==> config.mk <==
export PLATFORM = sky130hd
export DESIGN_NAME = parking_input_frontend
export DESIGN_NICKNAME = d
export VERILOG_FILES = /design/src/rtl/parking_input_frontend.sv
export SDC_FILE = /design/constraint.sdc
export NUM_CORES = 1
export LEC_CHECK = 0
export CAP_MARGIN = 10
export CELL_PAD_IN_SITES_DETAIL_PLACEMENT = 2
export CELL_PAD_IN_SITES_GLOBAL_PLACEMENT = 2
export CORE_UTILIZATION = 35
export DETAILED_ROUTE_END_ITERATION = 8
export GPL_TIMING_DRIVEN = 0
export PLACE_DENSITY = 0.86
export SLEW_MARGIN = 25
export SYNTH_ARGS = -nofsm -noshare
export SYNTH_HDL_FRONTEND = slang
export SYNTH_SLANG_ARGS = --single-unit
==> constraint.sdc <==
create_clock -name clk -period 1.8 [get_ports clk]
set_input_delay 0.36 -clock clk [delete_from_list [all_inputs] [get_ports clk]]
set_output_delay 0.36 -clock clk [all_outputs]
set_load 0.05 [all_outputs]
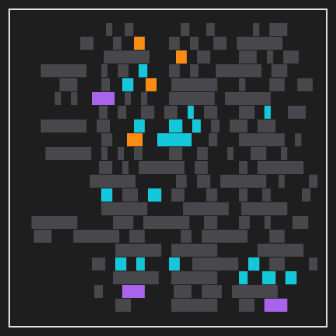
(images/gates.png)
- purple: fa/ha/maj cells (cells 3)
- orange: and/or cells (cells 4; where north)
- cyan: nor cells (cells 17)
number of cells in the finished layout apart from fillers: 181
most frequent logic cell in the layout: sky130_fd_sc_hd__dfrtp_1
multi-input logic portion of the cell area: 0.338

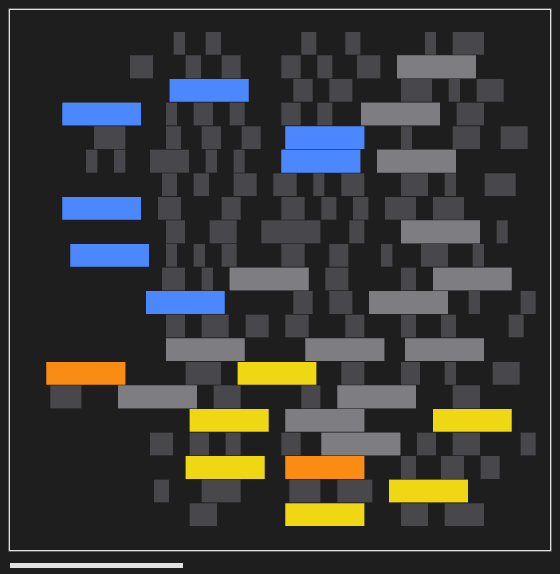
(images/ff_map.png)
The bar under the picture is 20 um long. Other sequential cells in the stronger gray, the rest of the logic in the fainter gray.
- orange: g_sensor.u_db.sync1 (flops 2)
- blue: idle (flops 7)
- yellow: g_sensor.u_db.cnt (flops 6)
power consumed by sequential cells: 0.800 mW
register area: 726 sq um
fraction of the core area covered by cells at the end of the flow: 0.438
register fraction of the total cell area: 0.485

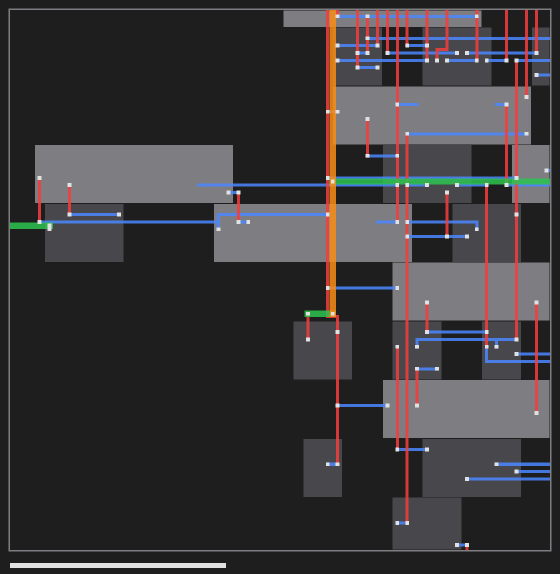
(images/closeup.png)
The bar under the picture is 10 um long. Region (3, 3) to (28, 28) um. Cells in gray, sequential cells in the stronger gray; small squares are vias.
- green: M3
- blue: M1
- red: M2
- orange: M4
- cells with their middle in the window: 16
- most frequent: dfrtp_1 (5)
- sequential cells in the window: 5

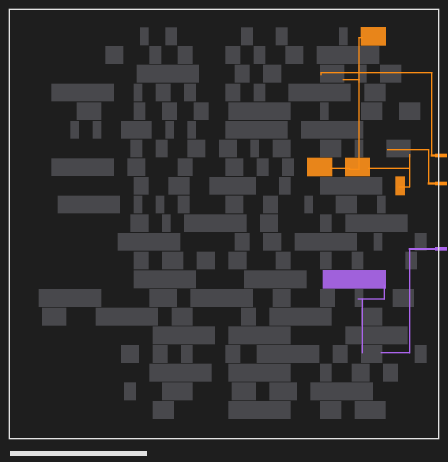
(images/port_trees.png)
The bar under the picture is 20 um long.
- orange: key_digit (bits 2; direction input; end cells 4; buffers 2; wire 79.8 um)
- purple: pass_done (bits 1; direction output; end cells 1; buffers 1; wire 36.8 um)
count of input and output buffers: 13
number of placed I/O pins: 16

==> reports/metrics.json <==
{
  "outcome": {
    "status": "completed"
  },
  "worst_setup_path": {
    "kind_of_end_point_of_the_critical_path": "output port",
    "worst_path_maximum_fanout": 6,
    "worst-r2r-cell-count": 5,
    "path_class": "flip-flop to output port",
    "critPathLaunchType": "flip-flop"
  },
  "drt": {
    "totalWireLength_mm": 2.92
  },
  "logic_synthesis": {
    "synthesis.instances": 114,
    "ys_top_cells_by_count": "29 x sky130_fd_sc_hd__dfrtp_1, 10 x sky130_fd_sc_hd__nand2_1, 8 x sky130_fd_sc_hd__nand3_1",
    "synth.yosys.warnings": 0,
    "avgSynthCellArea_sq_um": 11.2,
    "ys_seq_share": 0.570,
    "yosys.stat.chipArea_sq_um": 1270,
    "yosys.area.top_type_share": 0.570
  },
  "finish": {
    "finalNetCount": 145,
    "final.fill_count": 369,
    "fraction_of_final_layout_cells_with_drive_strength_greater_than_1": 0.119,
    "multiInputGateArea_sq_um": 507
  },
  "timing": {
    "setup-violations-final": 0,
    "finalCritPeriodShare": 0.948,
    "final.min_clock_period_ns": 1.71,
    "timing.fmax_mhz": 586
  },
  "pwr": {
    "power.share.clock": 0.247,
    "p_sw_mw": 0.537,
    "pwr-share-comb": 0.242,
    "switching_share": 0.343,
    "power_density_nw_per_um2": 1050
  },
  "clocking": {
    "cts_resized": 12,
    "buffer_levels_on_the_longest_clock_path": 2,
    "clock_latency_ns": 0.34
  },
  "place": {
    "dp.final_hpwl_mm": 2.19
  },
  "die": {
    "initial_utilization": 0.373
  }
}
layer usage:
metal | global-route usage | vias up | part of all wire
met2 | 0.301 | 19 | 0.51
met5 | 0 | - | 0
li1 | - | 446 | -
met1 | 0.214 | 479 | 0.45
met4 | 0.0698 | 0 | 0.0093
met3 | 0.0570 | 4 | 0.037
through the flow:
stage	hold slack, ns	std cells	setup slack (ns)	total power, mW	area [sq um]
4_1_cts	0.0407	181	0.0655	1.59	1500
3_5_place_dp	0.337	173	-0.0347	1.22	1460
6_report	0.0431	181	0.0934	1.57	1500
3_3_place_gp	0.332	173	-0.0677	1.19	1460
5_1_grt	0.0533	181	0.0310	1.68	1500
2_1_floorplan	0.0644	114	0.254	1.07	1270
power by group through the flow:
stage | Combinational (mW) | Clock [mW] | Sequential (mW)
after global routing | 0.420 | 0.442 | 0.814
after detailed placement | 0.404 | 0 | 0.817
after CTS | 0.387 | 0.406 | 0.802
final | 0.379 | 0.386 | 0.800
after floorplan | 0.183 | 0 | 0.891
after global placement | 0.381 | 0 | 0.806
kinds of logic after synthesis:
kind of cell	synth area share
compound gates	0.0982
xor+xnor	0.0138
simple gates	0.223
fa+ha+maj	0.0295
buf+inv	0.0324
mux	0.0334
flops	0.570
layout make-up:
class                      count  share of cell area
buffer                         3              0.0100
sequential                    29               0.485
clock inverter                 3              0.0117
tap                           46              0.0384
timing repair buffer          13              0.0744
multi-input combinational     75               0.338
inverter                       7              0.0175
clock buffer                   5              0.0251
No activity file was given, so power comes from the tool's default toggle rates.
